==> run_1/clock_nets.png <==
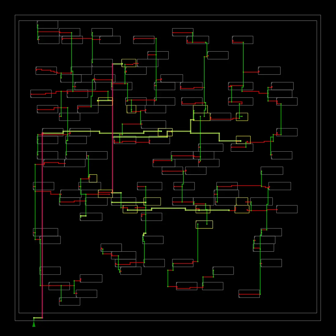
==> run_1/clock_wires.png <==
Scale: 4 px per um.
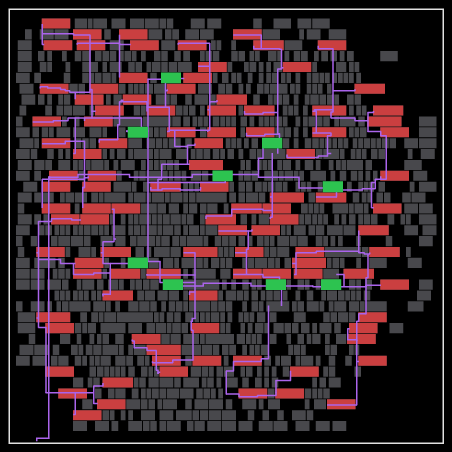
==> run_1/class_map.png <==
Scale: 2 px per um.
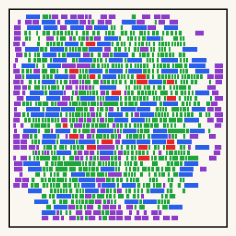
--- src/rtl/mem_pkg.sv ---
// rtl/mem_pkg.sv - shared types and handshake constants for memory-port requesters
package mem_pkg;

    typedef enum logic [2:0] {
        ST_IDLE,
        ST_RD_REQ,
        ST_RD_WAIT,
        ST_WR_REQ,
        ST_WR_WAIT,
        ST_DONE
    } eng_state_t;

    localparam logic MODE_COPY = 1'b0;
    localparam logic MODE_FILL = 1'b1;

    // A request is accepted when its enable and mem_rdy are both high; one
    // mem_cplt strobe follows at least one cycle later, one transaction in flight.
    localparam int MEM_MAX_OUTSTANDING  = 1;
    localparam int MEM_MIN_CPLT_LATENCY = 1;

endpackage

--- src/rtl/mem_copy_engine.sv ---
// rtl/mem_copy_engine.sv - block copy/fill requester on one memory controller port
module mem_copy_engine
    import mem_pkg::*;
#(
    parameter int ADDR_WIDTH = 16,
    parameter int DATA_WIDTH = 16,
    parameter int LEN_WIDTH  = 16
) (
    input  logic                  clk,
    input  logic                  rst,
    input  logic                  start,
    input  logic                  mode,
    input  logic [ADDR_WIDTH-1:0] src_addr,
    input  logic [ADDR_WIDTH-1:0] dst_addr,
    input  logic [LEN_WIDTH-1:0]  len,
    input  logic [DATA_WIDTH-1:0] fill_val,
    input  logic                  abort,
    output logic                  busy,
    output logic                  done,
    output logic                  aborted,
    output logic [LEN_WIDTH-1:0]  words_done,
    output logic [ADDR_WIDTH-1:0] mem_addr,
    output logic [DATA_WIDTH-1:0] mem_data_in,
    output logic                  mem_r_en,
    output logic                  mem_w_en,
    input  logic                  mem_rdy,
    input  logic                  mem_cplt,
    input  logic [DATA_WIDTH-1:0] mem_data_out
);

    eng_state_t            state, state_nxt;
    logic                  mode_reg;
    logic [ADDR_WIDTH-1:0] src_ptr, dst_ptr;
    logic [LEN_WIDTH-1:0]  len_reg, words_inc;
    logic [DATA_WIDTH-1:0] fill_reg, data_buf;
    logic                  abort_pending;
    logic                  len0_hold;

    logic latch_job, capture_rd, wr_cplt, set_pend, finish_abort;

    assign words_inc = words_done + LEN_WIDTH'(1);

    always_comb begin
        state_nxt    = state;
        latch_job    = 1'b0;
        capture_rd   = 1'b0;
        wr_cplt      = 1'b0;
        set_pend     = 1'b0;
        finish_abort = 1'b0;
        case (state)
            ST_IDLE: begin
                if (start) begin
                    latch_job = 1'b1;
                    if (len == '0)             state_nxt = ST_DONE;
                    else if (mode == MODE_FILL) state_nxt = ST_WR_REQ;
                    else                        state_nxt = ST_RD_REQ;
                end
            end
            ST_RD_REQ, ST_WR_REQ: begin
                // An accepted request must finish; abort only cancels an unaccepted one.
                if (mem_rdy) begin
                    state_nxt = (state == ST_RD_REQ) ? ST_RD_WAIT : ST_WR_WAIT;
                    set_pend  = abort;
                end else if (abort) begin
                    state_nxt    = ST_DONE;
                    finish_abort = 1'b1;
                end
            end
            ST_RD_WAIT: begin
                if (mem_cplt) begin
                    if (abort_pending || abort) begin
                        state_nxt    = ST_DONE;
                        finish_abort = 1'b1;
                    end else begin
                        capture_rd = 1'b1;
                        state_nxt  = ST_WR_REQ;
                    end
                end else begin
                    set_pend = abort;
                end
            end
            ST_WR_WAIT: begin
                if (mem_cplt) begin
                    wr_cplt = 1'b1;
                    if (abort_pending || abort) begin
                        state_nxt    = ST_DONE;
                        finish_abort = 1'b1;
                    end else if (words_inc == len_reg) begin
                        state_nxt = ST_DONE;
                    end else begin
                        state_nxt = (mode_reg == MODE_FILL) ? ST_WR_REQ : ST_RD_REQ;
                    end
                end else begin
                    set_pend = abort;
                end
            end
            ST_DONE: begin
                if (!len0_hold) state_nxt = ST_IDLE;
            end
            default: state_nxt = ST_IDLE;
        endcase
    end

    always_ff @(posedge clk) begin
        if (rst) begin
            state         <= ST_IDLE;
            mode_reg      <= MODE_COPY;
            src_ptr       <= '0;
            dst_ptr       <= '0;
            len_reg       <= '0;
            fill_reg      <= '0;
            data_buf      <= '0;
            words_done    <= '0;
            aborted       <= 1'b0;
            abort_pending <= 1'b0;
            len0_hold     <= 1'b0;
        end else begin
            state <= state_nxt;
            if (latch_job) begin
                mode_reg      <= mode;
                src_ptr       <= src_addr;
                dst_ptr       <= dst_addr;
                len_reg       <= len;
                fill_reg      <= fill_val;
                words_done    <= '0;
                aborted       <= 1'b0;
                abort_pending <= 1'b0;
                len0_hold     <= (len == '0);
            end
            // A zero-length job spends one silent busy cycle before its done pulse.
            if (state == ST_DONE) len0_hold <= 1'b0;
            if (set_pend)     abort_pending <= 1'b1;
            if (capture_rd)   data_buf <= mem_data_out;
            if (finish_abort) aborted <= 1'b1;
            if (wr_cplt) begin
                words_done <= words_inc;
                src_ptr    <= src_ptr + ADDR_WIDTH'(1);
                dst_ptr    <= dst_ptr + ADDR_WIDTH'(1);
            end
        end
    end

    assign busy        = (state != ST_IDLE);
    assign done        = (state == ST_DONE) && !len0_hold;
    assign mem_r_en    = (state == ST_RD_REQ);
    assign mem_w_en    = (state == ST_WR_REQ);
    assign mem_addr    = (state == ST_RD_REQ || state == ST_RD_WAIT) ? src_ptr : dst_ptr;
    assign mem_data_in = (mode_reg == MODE_FILL) ? fill_reg : data_buf;

endmodule

--- config.mk ---
export PLATFORM = sky130hd
export DESIGN_NAME = mem_copy_engine
export DESIGN_NICKNAME = d
export VERILOG_FILES = /design/src/rtl/mem_pkg.sv /design/src/rtl/mem_copy_engine.sv
export SDC_FILE = /design/constraint.sdc
export NUM_CORES = 1
export LEC_CHECK = 0
export ABC_AREA = 1
export CORE_UTILIZATION = 50
export CTS_CLUSTER_SIZE = 12
export DETAILED_ROUTE_END_ITERATION = 16
export GPL_TIMING_DRIVEN = 0
export PLACE_DENSITY = 0.9
export SETUP_SLACK_MARGIN = 0.5
export SYNTH_ARGS = -nofsm -noshare
export SYNTH_HDL_FRONTEND = slang
export SYNTH_SLANG_ARGS = --single-unit
export TNS_END_PERCENT = 5
--- constraint.sdc ---
create_clock -name clk -period 2.4 [get_ports clk]
set_clock_uncertainty 0.2 [all_clocks]
set_input_delay 0.48 -clock clk [delete_from_list [all_inputs] [get_ports clk]]
set_output_delay 0.48 -clock clk [all_outputs]
set_load 0.01 [all_outputs]
==> GITHUB_STEP_SUMMARY, run 1 <==
### Metrics collected by this job

| Metric | Value |
|---|---|
| Post-DR wirelength/cell | `16.5 um` |
| Achievable Freq | `between 0.4 and 0.5 GHz` |
| Failing checks | `negative setup slack` |
| Synth Area per Inst | `between 6 and 7 sq um` |
| Largest net degree at the start of global routing | `22` |
| Largest Pwr Group | `combinational logic` |
| Final number of setup-violating endpoints | `11` |
| Mapped Area | `5630 sq um` |
| Logic cell area | `between 3000 and 4000 sq um` |
| First drt pass iteration count | `5` |
| Static Leak | `between 3 and 4 nW` |
| Yosys stat area | `approximately 5600 sq um` |
| Run status | `finished with violations` |
| CLK BUF | `9` |
| Vias in the first global route | `approximately 6100` |
| CP max stage delay | `about 0.40 ns` |
| Synth Net Count | `roughly 970` |
| Worst path bufs/invs | `6` |
| Gr usage total | `31.5%` |
| Final WS setup | `-0.0656 ns` |
| Setup crit start | `state[0]$_SDFFE_PP0P_` |
| Top non-seq family | `simple AND/OR/NAND/NOR gates` |
| FF-to-FF path depth | `10` |
| # rows | `38` |
| FP Util | `about 52%` |
| Max-area cell class | `combinational gates` |
| Post-cts sizing count | `105` |
| Antenna viol nets, final | `0` |
| Capturing point of the worst reg2reg path | `src_ptr[14]$_SDFFE_PP0P_` |
| Simple-gate share of the synthesized area | `28.6%` |
| Most common cell after layout, fill and taps aside | `nand2_1` |
| Unique cell types | `38` |
| DPL Wire Length | `approximately 13000 um` |
| CTS H-tree lvls | `3` |
| Comb power frac | `50.9%` |
| Worst Path Max Fanout | `7` |
Back to the opening pictures, clock_nets.png:
Inserted Clock Buffers: 9
flip-flops: 103
CTS Sinks: 103
Clock Power: 1.14 mW
clk latency late pin: 0.39 ns

Back to the opening pictures, clock_wires.png:
clock wires: drawn in purple, length 1250 um. flip-flops: drawn in red, count 103. clock-net drivers: drawn in green, count 9.
Position of the flops: widely spread. There are 10 routed clock nets.
clock power share: 15.1%

Back to the opening pictures, class_map.png:
clock drivers and dummy loads: drawn in red, cells 16, share of their area 2.8%. registers: drawn in blue, cells 103, share of their area 28%. remaining logic cells: drawn in green, cells 733, share of their area 48%. remaining buffers and delay cells: drawn in purple, cells 194, share of their area 22%.

run 1: layer usage:
| metal | vias up | global-route usage (%) | wire (um) |
|---|---|---|---|
| li1 | 3218 | - | - |
| met1 | 3082 | 40.2 | 7710 |
| met2 | 425 | 51.5 | 9040 |
| met3 | 91 | 6.99 | 1880 |
| met4 | 0 | 12.6 | 908 |
| met5 | - | 0 | 0 |
run 1: per-stage QoR:
step	instance area, sq um	power (mW)	std cells	setup WS, ns
after detailed placement	7240	5.82	1157	-0.362
after CTS	7520	7.09	1183	0.00301
after global placement	7240	5.75	1157	-0.309
after global routing	7840	7.95	1186	-0.110
final	7840	7.58	1186	-0.0656
after floorplan	5670	4.47	878	0.460
## Run 2: what changed since run 1
--- a/config.mk
+++ b/config.mk
@@ -10,6 +10,7 @@
 export CTS_CLUSTER_SIZE = 12
 export DETAILED_ROUTE_END_ITERATION = 16
 export GPL_TIMING_DRIVEN = 0
+export MAX_ROUTING_LAYER = met4
 export PLACE_DENSITY = 0.9
 export SETUP_SLACK_MARGIN = 0.5
 export SYNTH_ARGS = -nofsm -noshare
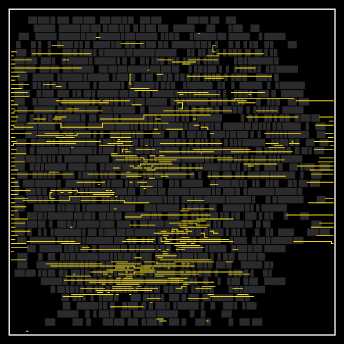
(run_2/m3.png)
Scale: 3 px per um.
212 nets have wire on it. The wires run mostly horizontal.
vias: 6913
met3 Use GR: 4.52%
Routed WL: 20400 um

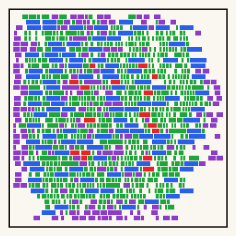
(run_2/class_map.png)
Scale: 2 px per um.
clock drivers and dummy loads: drawn in red, cells 16, share of their area 2.7%. remaining logic cells: drawn in green, cells 733, share of their area 49%. remaining buffers and delay cells: drawn in purple, cells 189, share of their area 21%. registers: drawn in blue, cells 103, share of their area 27%.

==> GITHUB_STEP_SUMMARY, run 2 <==
### Metrics collected by this job

| Metric | Value |
|---|---|
| Final number of setup-violating endpoints | `14 (+3)` |
| Inserted Clock Buffers | `9 (unchanged)` |
| Worst Path Max Fanout | `10 (+3)` |
| CLK BUF | `9 (unchanged)` |
| Failing checks | `negative setup slack` |
| FP Util | `51.7% (unchanged)` |
| Synth Area per Inst | `6.41 sq um (unchanged)` |
| Total power | `7.97 mW (+5.2%)` |
| Unique cell types | `38 (unchanged)` |
| Placed cell area | `7240 sq um (unchanged)` |
| Logic cell area | `3510 sq um (+7.1%)` |
| DR WL met3 | `2120 um (+13%)` |
| GR Util met1 | `41.5% (+1.3 points)` |
| Run status | `finished with violations` |
| Non-filler instance count after layout | `1181 (-0.42%)` |
| Final WS setup | `-0.102 ns (-0.0362 ns)` |
| Worst slack at placement | `-0.361 ns (+0.00194 ns)` |
| Top Layer Used | `met4` |
| Clock power share | `14.5% (-0.6 points)` |
| # rows | `38 (unchanged)` |
| Placed Cells | `1157 (unchanged)` |
| Clock Power | `1.15 mW (about the same)` |
| Gr usage total | `33.3% (+1.8 points)` |
| CTS H-tree lvls | `3 (unchanged)` |
| Worst path bufs/invs | `5 (-1)` |
| Comb power frac | `53.1% (+2.2 points)` |
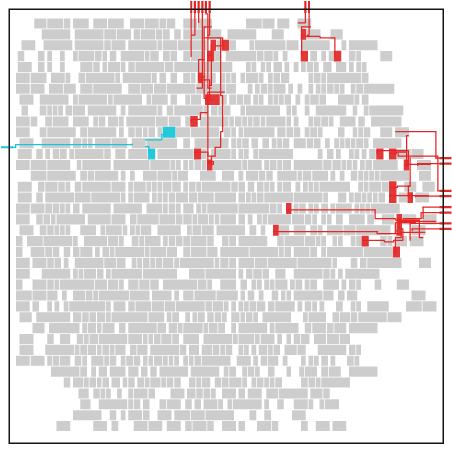
(run_2/port_trees.png)
Scale: 4 px per um.
mode: drawn in cyan, bits 1, direction input, edge left, end cells 2, buffers 1, wire 40.7 um. len: drawn in red, bits 16, direction input, edge 8 right, 8 top, end cells 24, buffers 16, wire 501 um.

-- run 2: cell families (layout without fill, tap and decap cells) --
logic type / count (synthesis) / in the layout / synth area share (%)
compound gates: 234 / 234 / 22.6
xor+xnor: 12 / 12 / 1.87
fa+ha+maj: 3 / 3 / 0.667
buf+inv: 137 / 300 / 9.49
flops: 103 / 103 / 36.6
mux: 1 / 1 / 0.200
simple gates: 388 / 388 / 28.6
-- run 2: how the worst max path moves through the flow --
stage | cells after the start | slack (ns) | end
final | 10 | -0.10 | mem_addr[0]
after floorplan | 8 | 0.46 | mem_addr[15]
after detailed placement | 8 | -0.36 | mem_addr[0]
after global placement | 8 | -0.31 | mem_addr[0]
after CTS | 9 | -0.02 | mem_addr[15]
after global routing | 10 | -0.14 | mem_addr[0]
Power figures rest on the tool's default switching activity, not on a simulated workload.
